**Metal 1**

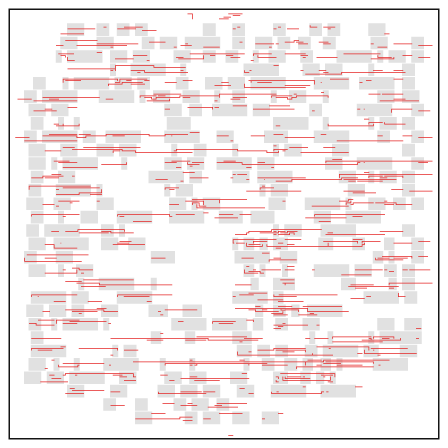
**Metal 2**

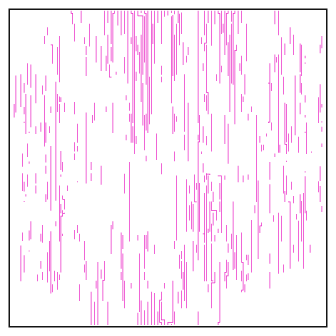
**Signal wires on met3**

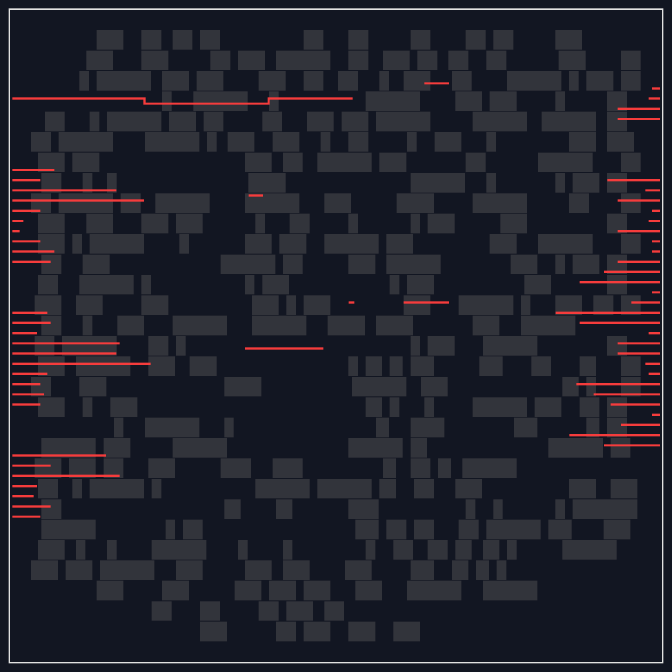
## src/rtl/ex_mem_stage_reg.sv

```systemverilog
// ex_mem_stage_reg: EX/MEM pipeline register with CCR, flush/back-pressure, forwarding and memory watchdog
module ex_mem_stage_reg #(
  parameter int WATCHDOG_MAX = 15
) (
  input  logic        clk,
  input  logic        rst,
  input  logic        valid_in,
  input  logic [15:0] alu_result,
  input  logic [2:0]  ccr_in,
  input  logic        flag_en,
  input  logic [15:0] store_data,
  input  logic [2:0]  dst_addr,
  input  logic        reg_write,
  input  logic        mem_read,
  input  logic        mem_write,
  input  logic        flush,
  input  logic        mem_busy,
  input  logic        ccr_restore_en,
  input  logic [2:0]  ccr_restore,
  output logic        valid_q,
  output logic        reg_write_q,
  output logic        mem_read_q,
  output logic        mem_write_q,
  output logic [15:0] result_q,
  output logic [15:0] store_data_q,
  output logic [2:0]  dst_addr_q,
  output logic [2:0]  ccr,
  output logic        stall_out,
  output logic        fwd_en,
  output logic [2:0]  fwd_addr,
  output logic [15:0] fwd_data,
  output logic        load_use,
  output logic        hold_err
);
  localparam logic [3:0] WD_MAX = 4'(WATCHDOG_MAX);
  typedef enum logic {IDLE, PEND} state_t;
  state_t state, state_nx;
  logic [3:0] wd_cnt, wd_nx;
  logic cap, live;
  assign cap = ~mem_busy;
  // a flush seen during a hold turns the release capture into a bubble
  assign live = valid_in & ~flush & (state == IDLE);
  always_comb begin
    state_nx = state;
    state_nx = (state == IDLE) ? ((mem_busy & flush) ? PEND : IDLE) : (mem_busy ? PEND : IDLE);
    wd_nx = 4'd0;
    wd_nx = mem_busy ? ((wd_cnt == WD_MAX) ? wd_cnt : wd_cnt + 4'd1) : 4'd0;
  end
  always_ff @(posedge clk) begin
    if (rst) begin
      state        <= IDLE;
      valid_q      <= 1'b0;
      reg_write_q  <= 1'b0;
      mem_read_q   <= 1'b0;
      mem_write_q  <= 1'b0;
      result_q     <= '0;
      store_data_q <= '0;
      dst_addr_q   <= '0;
      ccr          <= '0;
      wd_cnt       <= '0;
      hold_err     <= 1'b0;
    end else begin
      state  <= state_nx;
      wd_cnt <= wd_nx;
      if (cap) begin
        valid_q      <= live;
        reg_write_q  <= live & reg_write;
        mem_read_q   <= live & mem_read;
        mem_write_q  <= live & mem_write;
        result_q     <= alu_result;
        store_data_q <= store_data;
        dst_addr_q   <= dst_addr;
      end
      if (ccr_restore_en) ccr <= ccr_restore;
      else if (cap & live & flag_en) ccr <= ccr_in;
      if (mem_busy && wd_nx == WD_MAX) hold_err <= 1'b1;
    end
  end
  assign stall_out = mem_busy;
  assign fwd_en    = valid_q & reg_write_q & ~mem_read_q;
  assign fwd_addr  = dst_addr_q;
  assign fwd_data  = result_q;
  assign load_use  = valid_q & mem_read_q;
endmodule

```

## config.mk

```make
export PLATFORM = sky130hd
export DESIGN_NAME = ex_mem_stage_reg
export DESIGN_NICKNAME = d
export VERILOG_FILES = /design/src/rtl/ex_mem_stage_reg.sv
export SDC_FILE = /design/constraint.sdc
export NUM_CORES = 1
export LEC_CHECK = 0
export CAP_MARGIN = 20
export CELL_PAD_IN_SITES_DETAIL_PLACEMENT = 1
export CELL_PAD_IN_SITES_GLOBAL_PLACEMENT = 1
export CORE_MARGIN = 2
export CORE_UTILIZATION = 29
export CTS_CLUSTER_SIZE = 8
export DETAILED_ROUTE_END_ITERATION = 8
export GPL_ROUTABILITY_DRIVEN = 0
export PLACE_DENSITY_LB_ADDON = 0.1
export SYNTH_ARGS = -nofsm -noshare
export SYNTH_HDL_FRONTEND = slang
export SYNTH_SLANG_ARGS = --single-unit
```

## constraint.sdc

```tcl
create_clock -name clk -period 2.46 [get_ports clk]
set_input_delay 0.492 -clock clk [delete_from_list [all_inputs] [get_ports clk]]
set_output_delay 0.492 -clock clk [all_outputs]
set_load 0.1 [all_outputs]
```

==> results_tabular.tex <==
% Implementation results table
\begin{tabular}{lr}
\hline
Metric & Value \\
\hline
\multicolumn{2}{l}{\textbf{Critical path}} \\
\quad Crit path DRT & 1.97 ns \\
\quad Total stage count of the critical path & 2 \\
\quad Element type at the critical path start & input port \\
\quad Startpoint of the most critical register-to-register path & wd\_cnt[1] \\
\quad Category of the most critical setup path & in -> out \\
\quad End of the critical path & stall\_out \\
\quad Largest stage delay on the critical path & 0.36 ns \\
\quad Dominant delay contributor by cell family on the critical path & buffers and inverters \\
\quad Slack of the worst reg-to-reg path & 0.98 ns \\
\quad Sort of element at the end of the critical path & output port \\
\multicolumn{2}{l}{\textbf{Yosys}} \\
\quad Post-synthesis share of cell area spent on xor and xnor gates & 0\% \\
\quad Simple-gate share of the synthesized area & 14.5\% \\
\quad Dominant kind of combinational cell & multiplexers \\
\quad Asr flop ratio synth & 0\% \\
\quad Instance tally after logic synthesis & 197 \\
\quad Prevailing post-synth register cell & sky130\_fd\_sc\_hd\_\_dfxtp\_1 \\
\quad Total number of yosys warnings & 0 \\
\quad Top cells by area, synth & sky130\_fd\_sc\_hd\_\_dfxtp\_1 (48\%), sky130\_fd\_sc\_hd\_\_mux2i\_1 (20\%), sky130\_fd\_sc\_hd\_\_nor2\_1 (7.9\%) \\
\quad Total cell area reported by yosys after synthesis & 2000 um\^{}2 \\
\quad Adder and majority gate portion of the synthesized area & 0.627\% \\
\quad Net count of the mapped netlist & 249 \\
\quad Combined area of all synthesized cells & 2000 um\^{}2 \\
\quad Share of cell area taken by muxes after synthesis & 21.8\% \\
\quad Post-synthesis cell type count & 30 \\
\quad Max-area cell share & 48.2\% \\
\multicolumn{2}{l}{\textbf{Clock network}} \\
\quad Clock input transition at the sequential cells of the worst setup and hold paths & 0.08 ns \\
\quad Root Buffer & sky130\_fd\_sc\_hd\_\_clkbuf\_8 \\
\quad Post-CTS setup buffer count & 0 \\
\quad H-tree Lvls & 2 \\
\quad TritonCTS clock tree & yes \\
\quad Number of buffers added by the clock tree synthesis step & 5 \\
\multicolumn{2}{l}{\textbf{Detailed routing}} \\
\quad Metal2 WL & 2510 um \\
\quad Uppermost layer routed & met4 \\
\quad Sum of met3 wire segment lengths after detailed routing & 395 um \\
\quad DRC violation count after routing & 0 \\
\multicolumn{2}{l}{\textbf{Timing}} \\
\quad Actual transition at the worst max-transition pin & 0.348 ns \\
\quad Setup skew after layout & 0.00185 ns \\
\multicolumn{2}{l}{\textbf{GRT}} \\
\quad Grt ovf & 0 \\
\quad Number of global-route vias before repair & 1617 \\
\quad Number of antenna violations at the first check in global routing & 0 \\
\quad GRT Max-Usage Layer & met2 \\
\quad Global-route wire length before repair & 7680 um \\
\multicolumn{2}{l}{\textbf{Die}} \\
\quad Core Footprint & 6720 um\^{}2 \\
\quad Floorplan die height & 87.0 um \\
\quad Area of the die & 7560 um\^{}2 \\
\quad Number of placed I/O pins & 116 \\
\quad X dimension of the die & 87.0 um \\
\multicolumn{2}{l}{\textbf{Cells and area}} \\
\quad Layout non-clock buf frac & 34.0\% \\
\quad Logic Gate Count & 117 \\
\quad Share of cell area taken by flip-flops and latches & 32.1\% \\
\quad Layout overhead on the synthesized area & 50.2\% \\
\quad Buffer count excluding the clock tree in the final layout & 118 \\
\quad Count of non-CTS inverters in the layout & 3 \\
\multicolumn{2}{l}{\textbf{Hold path}} \\
\quad Path category of the worst min-delay check & reg -> reg \\
\quad Endpoint with the worst hold slack & mem\_write\_q \\
\multicolumn{2}{l}{\textbf{Pwr}} \\
\quad Leak pwr & 1.43 nW \\
\quad Max rail drop VDD & 284 uV \\
\multicolumn{2}{l}{\textbf{Status}} \\
\quad Result of the run & completed \\
\multicolumn{2}{l}{\textbf{Placement}} \\
\quad Tally of buffers added on design ports & 115 \\
\hline
\end{tabular}
Back to the opening pictures, 'metal 1':
wire length on this layer: 2120 um
share of all routed wire: 42%
main direction: horizontal
via count: 1682
Routed Wire Length: 5100 um
met1 Resource Use GR: 14.6%

Back to the opening pictures, 'metal 2':
main direction: vertical
share of all routed wire: 49%
longest straight run: 39.3 um
met2 Resource Use GR: 22.8%

Back to the opening pictures, 'signal wires on met3':
longest straight run: 18.2 um
share of all routed wire: 7.8%

where the power goes:
part	total [mW]	internal [mW]	switching, mW
logic	0.710	0.193	0.517
registers	0.847	0.819	0.0289
clock network	0.442	0.194	0.249
total	2.00	1.21	0.794
through the flow:
stage	instance area (um^2)	hold WS [ns]	utilization, %	worst slack (ns)
2_1_floorplan	2000	0.484	-	0.0371
3_3_place_gp	2920	0.465	43.4	0.595
3_5_place_dp	2920	0.482	43.4	0.584
4_1_cts	3000	0.503	44.6	0.806
5_1_grt	3000	0.523	44.6	0.788
6_report	3000	0.500	44.6	0.807
cells in the final DEF (no fill, tap or decap), drive strengths merged, types with 3 or more instances in the layout:
cell type and instances:
inv 3, nor2 42, a22o 3, mux2i 40
buf 69, dfxtp 48, clkdlybuf4s50 49, mux2 3
clkbuf 6, nor2b 3, nand2 4
Power is estimated from default activity; no workload was simulated.
